==> src/rtl/gcd_control_unit.sv <==
// gcd_control_unit: Moore FSM sequencing the subtractive-Euclid GCD datapath.
// Optional build macro GCD_TIMEOUT_EN adds an ERR state that aborts a run once
// o_iter reaches MAX_ITER without a terminating compare flag.
module gcd_control_unit #(
  parameter int unsigned CNT_W    = 8,
  parameter int unsigned MAX_ITER = 255
) (
  input  logic             clk,
  input  logic             rst,
  input  logic             i_start,
  input  logic             i_a_eq_b,
  input  logic             i_a_gt_b,
  input  logic             i_a_zero,
  input  logic             i_b_zero,
  output logic             o_sel_A,
  output logic             o_sel_B,
  output logic             o_sel_sub,
  output logic             o_sel_R,
  output logic             o_ld_A,
  output logic             o_ld_B,
  output logic             o_ld_R,
  output logic             o_busy,
  output logic             o_done,
  output logic             o_err,
  output logic [CNT_W-1:0] o_iter
);

`ifdef GCD_TIMEOUT_EN
  typedef enum logic [2:0] {
    S_IDLE, S_LOAD, S_CMP, S_SUB_A, S_SUB_B, S_RESULT, S_DONE, S_ERR
  } state_t;
`else
  typedef enum logic [2:0] {
    S_IDLE, S_LOAD, S_CMP, S_SUB_A, S_SUB_B, S_RESULT, S_DONE
  } state_t;
`endif

  state_t           state;
  state_t           state_nxt;
  logic             sel_a_nxt;
  logic             sel_b_nxt;
  logic             sel_sub_nxt;
  logic             sel_r_nxt;
  logic             ld_a_nxt;
  logic             ld_b_nxt;
  logic             ld_r_nxt;
  logic             busy_nxt;
  logic             done_nxt;
  logic             err_nxt;
  logic [CNT_W-1:0] iter_nxt;

  // State register
  always_ff @(posedge clk or posedge rst) begin
    if (rst) begin
      state <= S_IDLE;
    end else begin
      state <= state_nxt;
    end
  end

  // Next-state logic; outputs are decoded from the next state so the
  // registered outputs always line up with the state they belong to
  always_comb begin
    state_nxt   = state;
    sel_r_nxt   = o_sel_R;
    iter_nxt    = o_iter;
    sel_a_nxt   = 1'b0;
    sel_b_nxt   = 1'b0;
    sel_sub_nxt = 1'b0;
    ld_a_nxt    = 1'b0;
    ld_b_nxt    = 1'b0;
    ld_r_nxt    = 1'b0;
    done_nxt    = 1'b0;
    err_nxt     = 1'b0;

    case (state)
      S_IDLE: begin
        if (i_start) begin
          state_nxt = S_LOAD;
          iter_nxt  = '0;
        end
      end
      S_LOAD:  state_nxt = S_CMP;
      S_CMP: begin
        if (i_a_zero) begin
          state_nxt = S_RESULT;
          sel_r_nxt = 1'b1;
        end else if (i_b_zero || i_a_eq_b) begin
          state_nxt = S_RESULT;
          sel_r_nxt = 1'b0;
`ifdef GCD_TIMEOUT_EN
        end else if (o_iter == CNT_W'(MAX_ITER)) begin
          state_nxt = S_ERR;
`endif
        end else if (i_a_gt_b) begin
          state_nxt = S_SUB_A;
        end else begin
          state_nxt = S_SUB_B;
        end
      end
      S_SUB_A, S_SUB_B: begin
        state_nxt = S_CMP;
        if (o_iter != {CNT_W{1'b1}}) begin
          iter_nxt = o_iter + CNT_W'(1);
        end
      end
      S_RESULT: state_nxt = S_DONE;
      S_DONE:   state_nxt = S_IDLE;
      default:  state_nxt = S_IDLE;
    endcase

    case (state_nxt)
      S_LOAD: begin
        ld_a_nxt = 1'b1;
        ld_b_nxt = 1'b1;
      end
      S_SUB_A: begin
        ld_a_nxt  = 1'b1;
        sel_a_nxt = 1'b1;
      end
      S_SUB_B: begin
        ld_b_nxt    = 1'b1;
        sel_b_nxt   = 1'b1;
        sel_sub_nxt = 1'b1;
      end
      S_RESULT: ld_r_nxt = 1'b1;
      S_DONE:   done_nxt = 1'b1;
`ifdef GCD_TIMEOUT_EN
      S_ERR: begin
        done_nxt = 1'b1;
        err_nxt  = 1'b1;
      end
`endif
      default: ;
    endcase

    busy_nxt = (state_nxt != S_IDLE);
  end

  // Output and iteration-counter registers
  always_ff @(posedge clk or posedge rst) begin
    if (rst) begin
      o_sel_A   <= 1'b0;
      o_sel_B   <= 1'b0;
      o_sel_sub <= 1'b0;
      o_sel_R   <= 1'b0;
      o_ld_A    <= 1'b0;
      o_ld_B    <= 1'b0;
      o_ld_R    <= 1'b0;
      o_busy    <= 1'b0;
      o_done    <= 1'b0;
      o_iter    <= '0;
    end else begin
      o_sel_A   <= sel_a_nxt;
      o_sel_B   <= sel_b_nxt;
      o_sel_sub <= sel_sub_nxt;
      o_sel_R   <= sel_r_nxt;
      o_ld_A    <= ld_a_nxt;
      o_ld_B    <= ld_b_nxt;
      o_ld_R    <= ld_r_nxt;
      o_busy    <= busy_nxt;
      o_done    <= done_nxt;
      o_iter    <= iter_nxt;
    end
  end

`ifdef GCD_TIMEOUT_EN
  // Timeout pulse register
  always_ff @(posedge clk or posedge rst) begin
    if (rst) begin
      o_err <= 1'b0;
    end else begin
      o_err <= err_nxt;
    end
  end
`else
  // No timeout path: the limit is not consulted and o_err never fires
  logic unused_timeout;
  assign unused_timeout = err_nxt ^ (^CNT_W'(MAX_ITER));
  assign o_err          = 1'b0;
`endif

endmodule

==> config.mk <==
export PLATFORM = sky130hd
export DESIGN_NAME = gcd_control_unit
export DESIGN_NICKNAME = d
export VERILOG_FILES = /design/src/rtl/gcd_control_unit.sv
export SDC_FILE = /design/constraint.sdc
export NUM_CORES = 1
export LEC_CHECK = 0
export CORE_ASPECT_RATIO = 1.2
export CORE_MARGIN = 2
export CORE_UTILIZATION = 49
export CTS_CLUSTER_SIZE = 24
export DETAILED_ROUTE_END_ITERATION = 10
export GPL_TIMING_DRIVEN = 0
export PLACE_DENSITY = 0.91
export SLEW_MARGIN = 20
export SYNTH_ARGS = -nofsm -noshare
export SYNTH_HDL_FRONTEND = slang
export SYNTH_SLANG_ARGS = --single-unit
==> constraint.sdc <==
create_clock -name clk -period 2.4 [get_ports clk]
set_input_delay 0.48 -clock clk [delete_from_list [all_inputs] [get_ports clk]]
set_output_delay 0.48 -clock clk [all_outputs]
set_load 0.005 [all_outputs]
Fig. 1: run 1, placement by cell class
The bar under the picture is 10 um long.
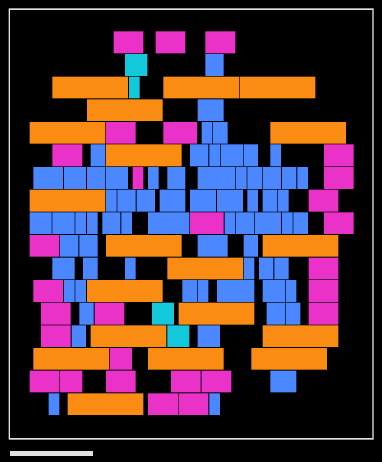
colour	class	cells	share of their area
blue	remaining logic cells	68	34%
cyan	clock drivers and dummy loads	4	2.2%
orange	registers	19	40%
magenta	remaining buffers and delay cells	28	23%

Fig. 2: run 1, track usage over the die
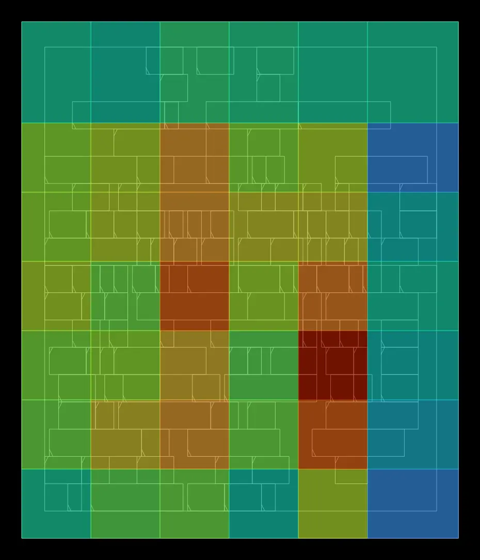
global-route met1 utilization: 18.1%
most used routing layer in global routing: met2
met2 demand-to-capacity share in global routing: 28.9%
post-layout util: 66.4%

==> results.yml, run 1 <==
# flow metrics
outcome:
  status: "finished, final reports clean"
routing:
  drc_errors: 0
  final_wirelength_um: 1660
  dr.pass1.iters: 4
placement:
  io_buffer_count: 23
  placement.setup.worst_slack_ns: 0.494
final_timing:
  tightestPinTransition_ns: 0.712
  final_number_of_hold_violating_endpoints: 0
synthesis:
  netlist.area_leader.share_pct: 51.6
  dominantRegCellSynth: "sky130_fd_sc_hd__dfrtp_1"
  numSynthFlops: 19
  synth.yosys.chip_area_um2: 921
  ys_seq_share_pct: 51.6
  enable_flop_cells: 0
  post-synth-top-area-cell: "sky130_fd_sc_hd__dfrtp_1"
  postSynthNetCount: 100
clock_tree:
  cts_htree_levels: 1
  cts-resized-gates: 0
  root_buffer: "sky130_fd_sc_hd__clkbuf_4"
  cts_sinks: 19
  tritoncts_buffer_count: 3
worst_setup_path:
  master_of_the_slowest_instance_on_the_critical_path: "sky130_fd_sc_hd__clkdlybuf4s50_1"
  worst-setup-path-type: "flip-flop to output port"
  worst_case_reg_to_reg_path_depth: 5
  critical_path.startpoint_type: "flip-flop"
cells_and_area:
  antenna-diode-count: 0
  finalNonFillerCells: 138
  most_frequent_logic_cell_in_the_layout: "sky130_fd_sc_hd__clkdlybuf4s50_1"
  post_route_cells_drive_above_1_share_pct: 8.40
floorplan:
  fp.dieH_um: 51.5
  floorplan.core_area_um2: 1810
run:
  maxCapViolCount: 0
global_route:
  antenna_found_initial: 0
  via_count_of_the_first_global_routing_pass: 676
hold_path:
  tightest_hold_check_type: "flip-flop to flip-flop"
  holdCritStartpoint: "o_sel_R"
  hold_path_stages: 2
Fig. 3: run 1, sequential cells coloured by netlist name
Other sequential cells in the stronger grey, the rest of the logic in the fainter grey.
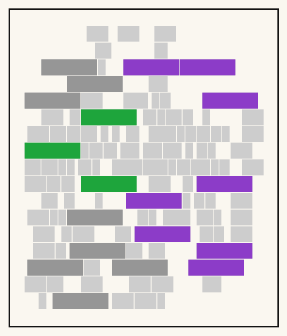
colour	name in the netlist	sequential cells
purple	`o_iter`	8
green	`state`	3
not coloured	8

Fig. 4: run 1, clock wires, drivers and flops
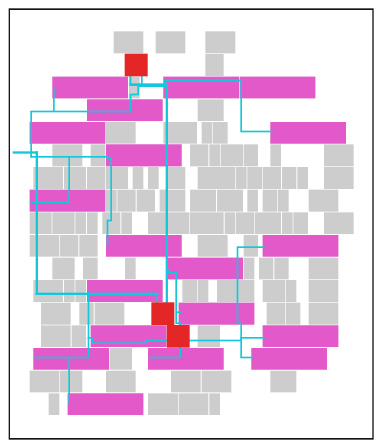
[magenta] flip-flops | count: 19
[cyan] clock wires | length: 230 um
[red] clock-net drivers | count: 3
routed clock nets	4

run 1: cell type report:
cell class,count,area [um^2]
clock buffer,4,26.3
buffer,5,41.3
inverter,7,26.3
tap,19,23.8
multi-input combinational,61,378
fill,145,607
timing repair buffer,23,230
sequential,19,475
run 1: state kept, by name, summed over array words and instances, names as in the netlist:
signal	cells
o_busy	1
o_done	1
o_iter	8
o_ld_A	1
o_ld_B	1
o_ld_R	1
o_sel_A	1
o_sel_R	1
o_sel_sub	1
state	3
run 1: metal layers:
layer | vias to the layer above | GRT usage [%] | wire length, um
met5 | - | 0 | 0
met4 | 0 | 12.6 | 44
met3 | 4 | 2.78 | 68
met2 | 23 | 28.9 | 909
met1 | 350 | 18.1 | 637
li1 | 375 | - | -
run 1: report_power, final:
group	switching, mW	leakage [nW]	total, mW	internal, mW
Combinational	0.241	0.235	0.525	0.284
Sequential	0.0799	0.249	0.494	0.414
Clock	0.0944	0.0150	0.159	0.0648
run 1: logic make-up (layout without fill, tap and decap cells):
kind of cell,count (synthesis),count (layout),synth area share (%)
compound gates,25,25,17.7
other cells,1,1,0.407
buf+inv,12,39,7.34
simple gates,30,30,17.7
fa+ha+maj,1,1,1.36
xor+xnor,3,3,2.85
flops,19,19,51.6
mux,1,1,1.09
run 1: how the worst max path moves through the flow:
stage | to | slack (ns) | depth (start not counted)
final | o_iter[6] | 0.64 | 1
after global routing | o_iter[6] | 0.56 | 1
after CTS | o_iter[6] | 0.62 | 1
after detailed placement | o_iter[4] | 0.49 | 5
after global placement | o_iter[4] | 0.53 | 5
after floorplan | o_iter[4] | 0.98 | 5
==> inputs of run 2 (changes only) <==
--- a/config.mk
+++ b/config.mk
@@ -7,11 +7,11 @@
 export LEC_CHECK = 0
 export CORE_ASPECT_RATIO = 1.2
 export CORE_MARGIN = 2
-export CORE_UTILIZATION = 49
+export CORE_UTILIZATION = 42
 export CTS_CLUSTER_SIZE = 24
 export DETAILED_ROUTE_END_ITERATION = 10
 export GPL_TIMING_DRIVEN = 0
-export PLACE_DENSITY = 0.91
+export PLACE_DENSITY = 0.84
 export SLEW_MARGIN = 20
 export SYNTH_ARGS = -nofsm -noshare
 export SYNTH_HDL_FRONTEND = slang
==> constraint.sdc (replaced) <==
create_clock -name clk -period 1.5 [get_ports clk]
set_input_delay 0.3 -clock clk [delete_from_list [all_inputs] [get_ports clk]]
set_output_delay 0.3 -clock clk [all_outputs]
set_load 0.005 [all_outputs]
Fig. 5: run 2, placement by cell class
The bar under the picture is 10 um long.
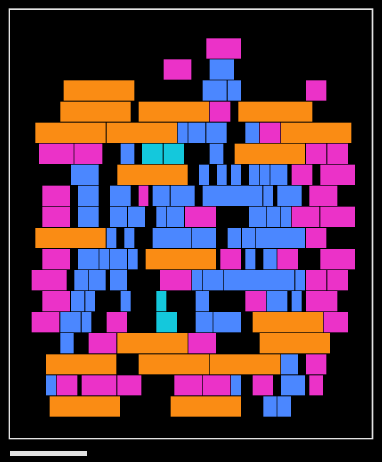
core region area: 2070 um^2
number of rows in the core area: 18
post-layout util: 66.4%
Layout Cell Area excl Fill: 1380 um^2

==> run 2 against run 1 <==
Net effect: worst setup slack lost 0.62 ns; clock skew shrank 0.0011 ns; synthesized cell count is the same; register-to-register slack lost 0.76 ns; critical path depth is the same; power grew 79%; via count grew 11%; utilization is essentially flat; routed wire length grew 23%.
==> results.yml, run 2 <==
# flow metrics
synthesis:
  postSynthNetCount: 100
  netlist.area_leader.share_pct: 51.6
  mux_share_pct: 1.09
  fraction_of_the_mapped_netlist_area_in_simple_logic_gates_pct: 17.7
  enable_flop_cells: 0
  ys_seq_share_pct: 51.6
global_route:
  grt_most_used_layer: "met2"
  antenna_found_initial: 0
  grt.met2_usage_pct: 27.2
  via_count_of_the_first_global_routing_pass: 746
worst_setup_path:
  worst_case_reg_to_reg_path_depth: 5
  logic_depth_of_the_worst_path_buffers_included: 1
routing:
  met3_wirelength_um: 70
  dr.pass1.iters: 4
  met1_length_um: 799
power:
  power.combinational.fraction_pct: 51.9
  maxPowerGroup: "combinational logic"
  total_switching_power_mw: 0.757
final_timing:
  final_number_of_hold_violating_endpoints: 0
  tightestPinTransition_ns: 0.721
floorplan:
  fp.dieH_um: 55.3
cells_and_area:
  n_fill_cell: 178
clock_tree:
  tritoncts_buffer_count: 3
  cts_sinks: 19
outcome:
  status: "finished, final reports clean"
==> run 2: cell types whose count changed in the layout (fill, tap and decap cells not counted), moves of 2 or more <==
cell / previous run / this run
sky130_fd_sc_hd__dlymetal6s2s_1: 0 / 7
sky130_fd_sc_hd__dlygate4sd2_1: 0 / 2
sky130_fd_sc_hd__clkdlybuf4s50_1: 23 / 13
sky130_fd_sc_hd__buf_4: 2 / 16
==> run 2: cell type report <==
| cell class | instances | share of cell area (%) |
|---|---|---|
| multi-input combinational | 61 | 29.9 |
| clock buffer | 4 | 1.91 |
| buffer | 5 | 3.00 |
| tap | 30 | 2.73 |
| sequential | 19 | 34.6 |
| inverter | 7 | 1.91 |
| timing repair buffer | 38 | 25.9 |
==> run 2: repair_timing <==
| item | CTS | global route |
|---|---|---|
| resized | 5 | 14 |
| setup buffers | 8 | 7 |
| pin swaps | 1 | 5 |
| setup endpoints to repair | 15 | 15 |
==> run 2: through the flow <==
stage | hold WS [ns] | worst slack (ns) | instances | cell area, um^2 | setup TNS (ns)
floorplan | 0.251 | 0.0800 | 92 | 921 | 0
global placement | 0.496 | -0.202 | 145 | 1190 | -1.54
detailed placement | 0.513 | -0.240 | 145 | 1190 | -1.98
CTS | 0.426 | 0.0112 | 157 | 1280 | 0
global route | 0.492 | -0.0463 | 164 | 1380 | -0.136
finish | 0.415 | 0.0244 | 164 | 1380 | 0
==> run 2: worst paths after layout <==
| path | startpoint | slack, ns | end |
|---|---|---|---|
| min reg2reg | o_sel_R | 0.56 | o_sel_R |
| max in group asynchronous | rst | 0.58 | o_iter[6] |
| min in group clk | o_sel_R | 0.56 | o_sel_R |
| min | rst | 0.41 | o_iter[1] |
| max | o_iter[2] | 0.02 | o_iter[2] |
| max reg2reg | state[0] | 0.03 | o_iter[4] |
Power is estimated from default activity; no workload was simulated.
